### Wiring by layer

The bar under the picture is 20 um long.
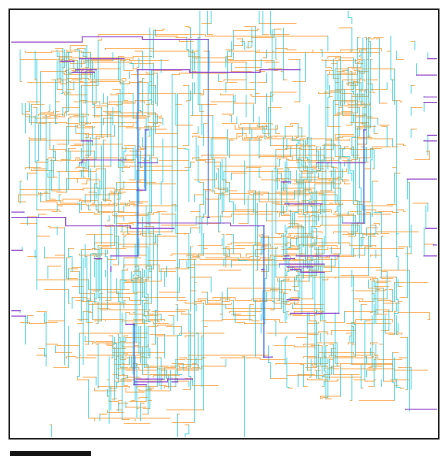
### Clock routing

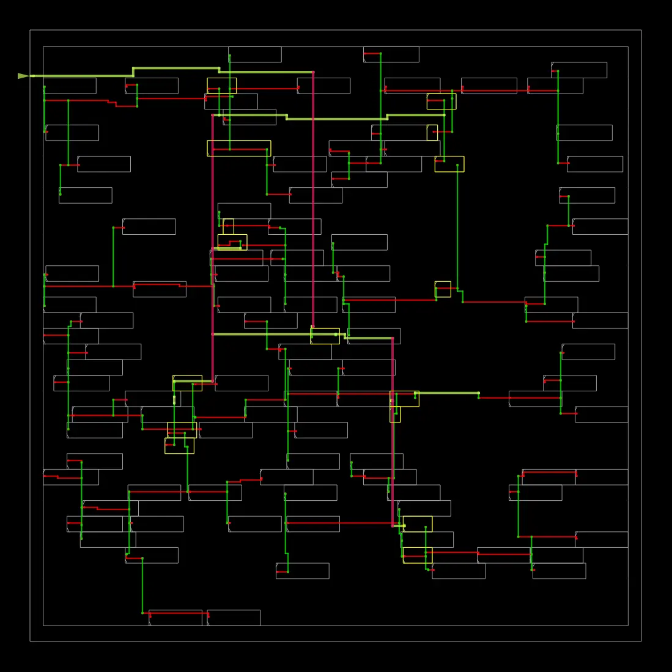
`config.mk`:
```
export PLATFORM = sky130hd
export DESIGN_NAME = keypad_scan_disp
export DESIGN_NICKNAME = d
export VERILOG_FILES = /design/src/rtl/keypad_pkg.sv /design/src/rtl/seg7_mux.sv /design/src/rtl/keypad_scan_disp.sv
export SDC_FILE = /design/constraint.sdc
export NUM_CORES = 1
export LEC_CHECK = 0
export CORE_MARGIN = 2
export CORE_UTILIZATION = 50
export DETAILED_ROUTE_END_ITERATION = 10
export PLACE_DENSITY = 0.66
export SLEW_MARGIN = 20
export SYNTH_ARGS = -nofsm -noshare
export SYNTH_HDL_FRONTEND = slang
export SYNTH_HIERARCHICAL = 1
export SYNTH_SLANG_ARGS = --single-unit
```
`constraint.sdc`:
```
create_clock -name clk -period 6.1 [get_ports clk]
set_input_delay 1.83 -clock clk [delete_from_list [all_inputs] [get_ports clk]]
set_output_delay 1.83 -clock clk [all_outputs]
set_load 0.03 [all_outputs]
```
`src/rtl/keypad_pkg.sv`:
```
// Shared types and helpers for the keypad scanner and its 7-segment display.
package keypad_pkg;

    typedef enum logic [1:0] {
        SCAN      = 2'd0,
        DEB_PRESS = 2'd1,
        HELD      = 2'd2,
        DEB_REL   = 2'd3
    } scan_state_t;

    // All segments off (active-low), decimal point off.
    localparam logic [7:0] SEG_BLANK = 8'hFF;

    // Width of a key code for n keys; never narrower than one bit.
    function automatic int key_width(input int n);
        return (n > 1) ? $clog2(n) : 1;
    endfunction

    // Display entry {blank, hex[3:0]} to active-low segments {dp,g,f,e,d,c,b,a}.
    function automatic logic [7:0] hex_to_seg(input logic [4:0] ent);
        logic [7:0] s;
        if (ent[4]) begin
            s = SEG_BLANK;
        end else begin
            case (ent[3:0])
                4'h0:    s = 8'hC0;
                4'h1:    s = 8'hF9;
                4'h2:    s = 8'hA4;
                4'h3:    s = 8'hB0;
                4'h4:    s = 8'h99;
                4'h5:    s = 8'h92;
                4'h6:    s = 8'h82;
                4'h7:    s = 8'hF8;
                4'h8:    s = 8'h80;
                4'h9:    s = 8'h90;
                4'hA:    s = 8'h88;
                4'hB:    s = 8'h83;
                4'hC:    s = 8'hC6;
                4'hD:    s = 8'hA1;
                4'hE:    s = 8'h86;
                default: s = 8'h8E;
            endcase
        end
        return s;
    endfunction

endpackage

```
`src/rtl/seg7_mux.sv`:
```
// Time-multiplexed common-anode display driver: rotates one enabled digit
// through the flattened buffer and presents its glyph on seg in the same cycle.
module seg7_mux
    import keypad_pkg::*;
#(
    parameter int DIGITS      = 4,
    parameter int REFRESH_DIV = 5000
) (
    input  logic                clk,
    input  logic                rst,
    input  logic [DIGITS*5-1:0] disp_buf,
    output logic [DIGITS-1:0]   digit,
    output logic [7:0]          seg
);

    localparam int SW = (DIGITS > 1) ? $clog2(DIGITS) : 1;
    localparam int CW = (REFRESH_DIV > 1) ? $clog2(REFRESH_DIV) : 1;

    logic [CW-1:0] ref_cnt;
    logic [SW-1:0] sel;
    logic [SW-1:0] sel_nxt;
    logic          ref_tc;

    assign ref_tc = (ref_cnt == CW'(REFRESH_DIV - 1));

    // Next digit to enable: advance only at the end of a refresh slot.
    always_comb begin
        sel_nxt = sel;
        if (ref_tc) begin
            sel_nxt = (sel == SW'(DIGITS - 1)) ? '0 : sel + 1'b1;
        end
    end

    // digit and seg are registered from the same select so they never skew.
    always_ff @(posedge clk or negedge rst) begin
        if (!rst) begin
            ref_cnt <= '0;
            sel     <= '0;
            digit   <= ~DIGITS'(1);
            seg     <= SEG_BLANK;
        end else begin
            ref_cnt <= ref_tc ? '0 : ref_cnt + 1'b1;
            sel     <= sel_nxt;
            digit   <= ~(DIGITS'(1) << sel_nxt);
            seg     <= hex_to_seg(disp_buf[sel_nxt*5 +: 5]);
        end
    end

endmodule

```
`src/rtl/keypad_scan_disp.sv`:
```
// Matrix keypad scanner with press/release debounce feeding a shifting hex
// display buffer shown on a multiplexed 7-segment display.
//
//   state     | meaning
//   ----------+---------------------------------------------------------
//   SCAN      | drive one row per SCAN_DIV dwell, look for any closed column
//   DEB_PRESS | row held, column pattern must stay identical DEBOUNCE_CNT cycles
//   HELD      | key accepted, wait for every column to open
//   DEB_REL   | all columns open must persist DEBOUNCE_CNT cycles
module keypad_scan_disp
    import keypad_pkg::*;
#(
    parameter int ROWS         = 4,
    parameter int COLS         = 4,
    parameter int DIGITS       = 4,
    parameter int SCAN_DIV     = 1000,
    parameter int DEBOUNCE_CNT = 20000,
    parameter int REFRESH_DIV  = 5000,
    localparam int KW          = key_width(ROWS * COLS)
) (
    input  logic              clk,
    input  logic              rst,
    input  logic [COLS-1:0]   vl,
    input  logic              clr,
    output logic [ROWS-1:0]   hl,
    output logic [KW-1:0]     key_code,
    output logic              key_valid,
    output logic [DIGITS-1:0] digit,
    output logic [7:0]        seg
);

    localparam int RW  = (ROWS > 1) ? $clog2(ROWS) : 1;
    localparam int CLW = (COLS > 1) ? $clog2(COLS) : 1;
    localparam int SCW = $clog2(SCAN_DIV);
    localparam int DW  = $clog2(DEBOUNCE_CNT);

    logic [COLS-1:0]     vl_m;
    logic [COLS-1:0]     vl_s;
    logic [COLS-1:0]     pat;
    scan_state_t         state;
    logic [RW-1:0]       row;
    logic [RW-1:0]       row_inc;
    logic [CLW-1:0]      col;
    logic [CLW-1:0]      low_col;
    logic [SCW-1:0]      scan_cnt;
    logic [DW-1:0]       deb_cnt;
    logic                all_open;
    logic [3:0]          code_lo;
    logic [DIGITS*5-1:0] disp_buf;
    logic [DIGITS*5-1:0] buf_shift;

    assign all_open = &vl_s;
    assign row_inc  = (row == RW'(ROWS - 1)) ? '0 : row + 1'b1;
    // Codes beyond 15 only show their low nibble.
    assign code_lo  = 4'(key_code);

    // Column inputs come straight from the pins; bring them into clk domain.
    always_ff @(posedge clk or negedge rst) begin
        if (!rst) begin
            vl_m <= '1;
            vl_s <= '1;
        end else begin
            vl_m <= vl;
            vl_s <= vl_m;
        end
    end

    // Lowest closed column wins when several keys share the driven row.
    always_comb begin
        low_col = '0;
        for (int c = COLS - 1; c >= 0; c--) begin
            if (!vl_s[c]) low_col = CLW'(c);
        end
    end

    // Scan / debounce FSM; the row stays driven from detection until release.
    always_ff @(posedge clk or negedge rst) begin
        if (!rst) begin
            state     <= SCAN;
            row       <= '0;
            hl        <= ~ROWS'(1);
            scan_cnt  <= '0;
            deb_cnt   <= '0;
            col       <= '0;
            pat       <= '1;
            key_code  <= '0;
            key_valid <= 1'b0;
        end else begin
            key_valid <= 1'b0;
            case (state)
                SCAN: begin
                    if (scan_cnt == SCW'(SCAN_DIV - 1)) begin
                        scan_cnt <= '0;
                        if (all_open) begin
                            row <= row_inc;
                            hl  <= ~(ROWS'(1) << row_inc);
                        end else begin
                            col     <= low_col;
                            pat     <= vl_s;
                            deb_cnt <= '0;
                            state   <= DEB_PRESS;
                        end
                    end else begin
                        scan_cnt <= scan_cnt + 1'b1;
                    end
                end
                DEB_PRESS: begin
                    if (vl_s != pat) begin
                        deb_cnt <= '0;
                        row     <= row_inc;
                        hl      <= ~(ROWS'(1) << row_inc);
                        state   <= SCAN;
                    end else if (deb_cnt == DW'(DEBOUNCE_CNT - 1)) begin
                        deb_cnt   <= '0;
                        key_code  <= KW'(int'(row) * COLS + int'(col));
                        key_valid <= 1'b1;
                        state     <= HELD;
                    end else begin
                        deb_cnt <= deb_cnt + 1'b1;
                    end
                end
                HELD: begin
                    if (all_open) begin
                        deb_cnt <= '0;
                        state   <= DEB_REL;
                    end
                end
                DEB_REL: begin
                    if (!all_open) begin
                        deb_cnt <= '0;
                        state   <= HELD;
                    end else if (deb_cnt == DW'(DEBOUNCE_CNT - 1)) begin
                        deb_cnt <= '0;
                        row     <= row_inc;
                        hl      <= ~(ROWS'(1) << row_inc);
                        state   <= SCAN;
                    end else begin
                        deb_cnt <= deb_cnt + 1'b1;
                    end
                end
                default: state <= SCAN;
            endcase
        end
    end

    if (DIGITS > 1) begin : g_shift
        assign buf_shift = {disp_buf[DIGITS*5-6:0], 1'b0, code_lo};
    end else begin : g_single
        assign buf_shift = {1'b0, code_lo};
    end

    // New key enters at the rightmost digit; clear takes priority over a new key.
    always_ff @(posedge clk or negedge rst) begin
        if (!rst) begin
            disp_buf <= {DIGITS{5'h10}};
        end else if (clr) begin
            disp_buf <= {DIGITS{5'h10}};
        end else if (key_valid) begin
            disp_buf <= buf_shift;
        end
    end

    seg7_mux #(
        .DIGITS      (DIGITS),
        .REFRESH_DIV (REFRESH_DIV)
    ) u_seg7_mux (
        .clk      (clk),
        .rst      (rst),
        .disp_buf (disp_buf),
        .digit    (digit),
        .seg      (seg)
    );

endmodule

```
==> results.yml <==
# implementation run metrics
yosys:
  synth_compound_gate_area_share: 0.1170
  basic_gates_by_area: 0.2056
  adder_share: 0.03350
  synth_dominant_cell_count: "dfrtp_1"
  synth-xor-area-share: 0.03853
  synthesis.instances: 502
  topCellsByArea: "dfrtp_1 33%, dfstp_2 15%, mux2i_1 5.7%"
  synth-area-yosys_mm2: 0.005229
  synth_area_per_cell_um2: 10.42
  ys_top_logic_family: "simple AND/OR/NAND/NOR gates"
  yosys.area.top_type_share: 0.3302
  synth_top_flop_cell: "dfrtp_1"
  synth_seq_share: 0.4760
  synth_async_sr_flop_share: 1.000
  ys_cells: 502
  synthDominantAreaCellType: "dfrtp_1"
  synth-edff-count: 0
  netlist_top_cells_count: "69 x dfrtp_1, 53 x nand2_1, 52 x nor2_1"
  mux_area_frac: 0.09643
  yosys_cell_types: 66
  synth_warnings: 6
  synth_flop_count: 98
  syn_nets: 523
  mappedNetlistArea_mm2: 0.005229
worst_setup_path:
  cp_capture_point: "key_valid"
  crit_arrival_ns: 2.21
  r2r.worst_path.cells: 11
  critical_path_required_ns: 4.27
  critical_path_cell_count: 1
  timing.critical_path.buf_inv: 1
  critPathSlowestCell: "dfrtp_1"
  setup.worst_path.start_class: "register"
  critical_path.max_stage_delay_ns: 0.99
  critical_path_cell_sequence: "clkdlybuf4s50_1"
  cp-end-kind: "output port"
  timing.setup.critical_path_class: "reg -> out"
  cpLargestDelayFamily: "flip-flops"
  path_max_fanout: 22
  r2r-end: "u_seg7_mux/seg[3]$_DFF_PN1_"
  critical_path.reg2reg.startpoint: "u_seg7_mux/ref_cnt[0]$_DFF_PN0_"
  regToRegSetupSlack_ns: 2.59
  cp-startpoint: "key_valid$_DFF_PN0_"
placed_design:
  finalWeightedCongestion: 0.8928
  dp.cells: 647
  detailed_place_hpwl_um: 6969
  io_buffer_count: 26
  dpl_cell_area_mm2: 0.005594
  place_worst_setup_slack_ns: 2.417
pwr:
  leakage_power_nw: 2.377
  overall_power_after_layout_mw: 1.111
  ir_drop_uv: 111.9
  powerDensity_mw_per_mm2: 191.6
final_timing:
  fin_worst_hold_slack_ns: 0.3587
  rsz0062_at_grt: "no"
  count_of_final_max_slew_check_failures: 0
  timing.setup.tns_ns: 0
  hold_viol: 0
  timing.final.crit_period_ns: 4.042
  setup_viols_final: 0
  fmaxAchievable_mhz: 247.4
  final_critical_path_setup_slack_ns: 2.058
  period_used_share: 0.6626
  max_slew.worst_pin.slew_ns: 0.9650
  slew-limit-headroom: 0.3567
grt:
  grt_start_max_net_pins: 58
  via_count_of_the_first_global_routing_pass: 3780
  grt_pass1_wl_um: 17580
  grt_use_total: 0.1939
  globalRouteOverflowTotal: 0
  initial_antenna_violation_count: 0
worst_hold_path:
  hp-class: "reg -> reg"
  hold_depth: 0
floorplan:
  die_w_um: 106.3
  initial_utilization: 0.5111
  die-height_um: 106.3
  core_region_area_mm2: 0.01023
  rows: 37
  floorplan.io_pins: 28
  chipArea_mm2: 0.01129
layout:
  antenna-diode-count: 0
  final_area_mm2: 0.005798
  fraction_of_final_layout_cells_with_drive_strength_greater_than_1: 0.1537
  postLayoutCoreUtil: 0.5667
  layout.cells.most_common_list: "69 x dfrtp_1, 53 x nand2_1, 52 x nor2_1"
  finished_layout_cells: 663
  area_delta_synth_final_pct: 10.89
  num-nets-final: 543
  final_layout_top_logic_cell: "dfrtp_1"
job:
  max_cap_viol_count: 0
  openroad.warnings: 34
clock_network:
  clk_pin_slew_ns: 0.09
  root_buffer: "clkbuf_8"
  cts_hold_buf: 0
  clockBufferDepth: 2
  tritoncts_clock_tree: "done"
  ctsHtreeMaxLevel: 3
  postCtsSetupBuffers: 0
  insertion_delay_ns: 0.37
  post_cts_sizing: 0
detailed_routing:
  drtAntennaViolNets: 0
  dr_total_vias: 3774
  routed_via_density: 5.692
  detail_route.drc_violations: 0
  drtPass1Iterations: 4
  first_iter_violations: 169
outcome:
  status: "finished clean"
Notes on 'Wiring by layer' above:
- blue: metal 4 (wire length 176 um)
- orange: metal 1 (wire length 4590 um)
- purple: metal 3 (wire length 390 um)
- cyan: metal 2 (wire length 4920 um)
Detailed Route WL: 10070 um
Avg WL per Cell: 15.19 um

Notes on 'Clock routing' above:
worst clock skew: 0.005305 ns
CLK BUF: 11
cts bufs inserted: 9
Sinks on Clock Net: 98
power of the clock network: 432 uW

## worst min-delay path by stage
stage,start,end,slack [ns]
2_1_floorplan,vl_m[0]$_DFF_PN1_,vl_s[0]$_DFF_PN1_,0.35
6_report,vl_m[3]$_DFF_PN1_,vl_s[3]$_DFF_PN1_,0.36
3_5_place_dp,vl_m[3]$_DFF_PN1_,vl_s[3]$_DFF_PN1_,0.35
3_3_place_gp,vl_m[1]$_DFF_PN1_,vl_s[1]$_DFF_PN1_,0.35
4_1_cts,vl_m[3]$_DFF_PN1_,vl_s[3]$_DFF_PN1_,0.36
5_1_grt,vl_m[3]$_DFF_PN1_,vl_s[3]$_DFF_PN1_,0.36
## metal layers
layer | vias to the layer above | global-route usage | part of all wire
met5 | - | 0 | 0
met4 | 0 | 0.08271 | 0.017
met3 | 15 | 0.04169 | 0.039
met2 | 77 | 0.3127 | 0.49
met1 | 1848 | 0.2531 | 0.46
li1 | 1834 | - | -
## area by class of cell
class / count / area (um^2)
inverters: 15 / 56.30
clock buffers: 11 / 151.4
flip-flops and latches: 98 / 2489
repair buffers: 33 / 307.8
multi-input cells: 365 / 2571
clock inverters: 5 / 52.55
fillers: 895 / 4433
well taps: 136 / 170.2
## state kept, by name, summed over array words and instances (netlist names)
name and flops:
key_code 4, scan_cnt 10, hl 4, key_valid 1, u_seg7_mux/seg 7, pat 4, state 2, u_seg7_mux/ref_cnt 13
u_seg7_mux/sel 2, deb_cnt 15, u_seg7_mux/digit 4, disp_buf 20, vl_m 4, vl_s 4, row 2, col 2
## power by group
group          total, mW  switching (mW)  internal [mW]
combinational     0.0223          0.0171        0.00521
sequential         0.657         0.00200          0.655
clock              0.432           0.222          0.210
No activity file was given, so power comes from the tool's default toggle rates.
